==> config.mk <==
export PLATFORM = sky130hd
export DESIGN_NAME = maquina_verificadora
export DESIGN_NICKNAME = d
export VERILOG_FILES = /design/src/rtl/maquina_verificadora_pkg.sv /design/src/rtl/contador_consecutivo.sv /design/src/rtl/maquina_verificadora.sv
export SDC_FILE = /design/constraint.sdc
export NUM_CORES = 1
export LEC_CHECK = 0
export CORE_AREA = 4 4 41 43
export CTS_CLUSTER_DIAMETER = 60
export DETAILED_ROUTE_END_ITERATION = 7
export DIE_AREA = 0 0 45 47
export GPL_ROUTABILITY_DRIVEN = 0
export HOLD_SLACK_MARGIN = 0.08
export SLEW_MARGIN = 30
export SYNTH_ARGS = -nofsm -noshare
export SYNTH_HDL_FRONTEND = slang
export SYNTH_HIERARCHICAL = 1
export SYNTH_SLANG_ARGS = --single-unit
==> constraint.sdc <==
create_clock -name clk -period 1.7 [get_ports clk]
set_input_delay 0.425 -clock clk [delete_from_list [all_inputs] [get_ports clk]]
set_output_delay 0.425 -clock clk [all_outputs]
set_load 0.01 [all_outputs]
Power grid:
Scale: 8 px per µm. Pins as bars on the die edge.
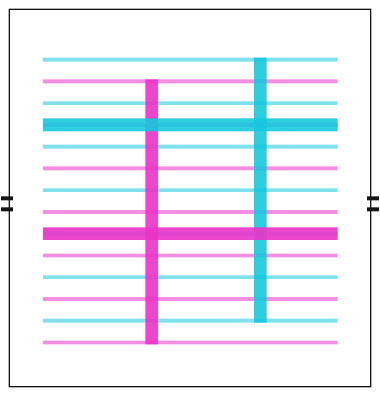
VDD: shown in cyan. VSS: shown in magenta.
2 straps on met4. 4 signal pins sit on the boundary. 14 met1 rails follow the rows.
chip height: 47 µm
horizontal die dimension: 45 µm

I/O nets highlighted:
Scale: 10 px per µm.
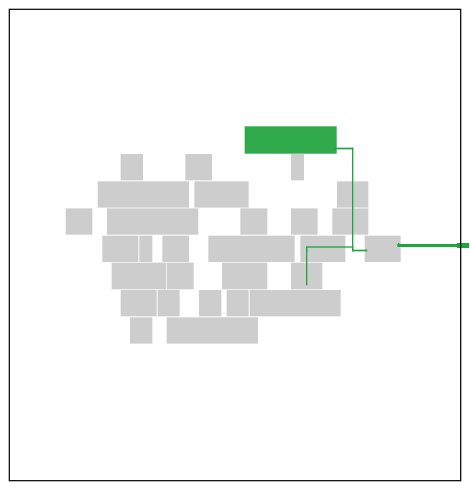
saida: shown in green, bits 1, direction output, end cells 1, buffers 1, wire 28.0 µm.
top-level I/O count: 4
port bufs: 3

Signal wires on met2:
Scale: 6 px per µm. Cells faint in the background.
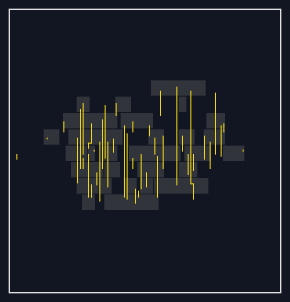
The wires run mostly vertical. 29 nets have wire on it. The longest straight run is 16.3 µm. The layer carries 212 µm of wire.
via count: 183
met2 track demand over resource in global routing: 8.475%
overall routed net length: 453 µm

Sizing map:
Scale: 8 px per µm.
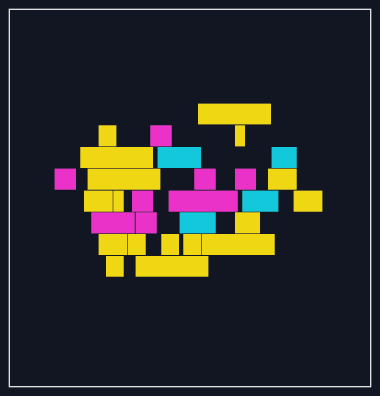
drive 3 to 4: shown in magenta, cells 8, share 28%. drive 1 or less: shown in yellow, cells 17, share 59%. drive 2: shown in cyan, cells 4, share 14%.
final design instance area without fill: 364.1 µm²
buffers outside the clock class: 6
layout overhead on the synthesized area: 45.50%
minimum setup slack in the final design: 0.09318 ns

==> reports/writeup.txt <==
The run gives 94.52% for the part of the cycle the worst path needs. The placeable core region is 1301 µm². The run gives 4.159 for the ratio of routed vias to standard cells. Logic depth of the worst setup path including buffers: 1. The tree built by TritonCTS fans out to 5 sinks.

For the routed length on met2, the log shows 211 µm. Per STA, the worst path is made up of clkdlybuf4s50_1. The logs give 250.2 µm² for the post-synth area from yosys stat and 0 for the antenna diode count. Summing the areas of all xor and xnor instances in the mapped netlist gives 0% of the synthesized area. The basic-gate share of the synthesized area counting and, or, nand and nor cells was 33.00%; the count of unresolved DRC violations after routing was 0.

The tools report the nature of the critical path startpoint as a flop. At the end of the flow, the number of nets in the layout was 34. For the final database, setup skew stands at 0.0003670 ns. The top routing layer in use was met3. The die covers 2115 µm². With the global routing usage summed across all routing layers at 6.111%, the pin count of the biggest net entering global routing is 7. Yosys instantiated no cell more often than sky130_fd_sc_hd__dfrtp_1. Yosys stat counts 19 cells in the synthesized netlist. After legalization and detailed placement, the total HPWL measured 342.8 µm.

The synthesized design devotes to its leading area cell type 50.00% of total area. For reference, the placement row count at floorplan is 13. Per the layout area report, the register area comes to 125.1 µm².

The run gives 1 for the H-tree depth. In the CTS report, the clock slew at the register clock pins of the worst setup and hold paths is listed as 0.04 ns. The post-layout minimum cycle time is 1.607 ns. With the buffer-and-inverter tally for the worst setup path at 1, the post-place setup slack is -0.1259 ns.

The flip-flop count of the largest register after layout is 4. Logic depth along the worst register-to-register path is recorded as 5. After Yosys synthesis, full adders, half adders and majority gates account for 5.000% of the synthesized area. The data required time at the worst endpoint is 1.27 ns, and the register bit count reported by yosys is 5.

The run finished with clean final reports. The leakage power was 0.0001750 µW; the largest incremental delay on the critical path was 0.55 ns. Summing every instance area after synthesis gives 250.2 µm².

Buffer cell driving the clock tree root: sky130_fd_sc_hd__clkbuf_4. The worst-case max-slew headroom was logged as 83.62%. Per the final timing report, the hold violations number 0.

The routed wirelength normalized by instance count is 10.30 µm. On the critical path the data arrives at 1.18 ns. The class of the tightest hold or removal check is primary input to asynchronous set/reset pin.
report_power, final:
group / switching, µW / leakage (µW) / internal (µW)
combinational: 54.2 / 0.0000920 / 105
sequential: 21.1 / 0.0000681 / 143
clock: 49.7 / 0.0000150 / 88.8
timing repair:
action,4_1_cts,5_1_grt
endpoints found under the setup margin,0,2
buffers inserted,0,1
resized,0,4
per-layer routing:
layer	global-route usage, %	vias to the layer above
met5	0	-
met4	0	0
met3	7.280	0
met2	8.475	8
met1	6.452	86
li1	-	89
through the flow:
step | std cells | hold slack, ns | instance area, µm² | utilization, %
global placement | 39 | 0.4817 | 314.1 | 24.13
global route | 44 | 0.4161 | 364.1 | 27.98
CTS | 43 | 0.4096 | 340.3 | 26.15
detailed placement | 39 | 0.5102 | 314.1 | 24.13
finish | 44 | 0.4110 | 364.1 | 27.98
floorplan | 19 | 0.1294 | 250.2 | -
placed cells by master (no fill, tap or decap):
cell type,n
sky130_fd_sc_hd__dfrtp_1,5
sky130_fd_sc_hd__clkbuf_4,3
sky130_fd_sc_hd__clkdlybuf4s50_1,3
sky130_fd_sc_hd__nor2b_1,3
sky130_fd_sc_hd__buf_4,3
sky130_fd_sc_hd__nor3b_2,2
sky130_fd_sc_hd__nand2b_1,2
sky130_fd_sc_hd__or3b_1,1
sky130_fd_sc_hd__a21o_2,1
sky130_fd_sc_hd__clkbuf_1,1
sky130_fd_sc_hd__nor4b_4,1
sky130_fd_sc_hd__mux2i_1,1
sky130_fd_sc_hd__nor2_1,1
sky130_fd_sc_hd__mux2_4,1
sky130_fd_sc_hd__ha_2,1
cell type report:
cell class	instances	area share, %
Timing Repair Buffer	6	14.43
Clock buffer	4	7.216
Tap cell	15	5.155
Multi-Input combinational cell	14	38.83
Sequential cell	5	34.36
cell families after synthesis:
kind of cell | after synthesis
and+or+nand+nor | 10
DFF | 5
muxes | 2
AOI/OAI and AO/OA | 1
adders and majority gates | 1
No activity file was given, so power comes from the tool's default toggle rates.
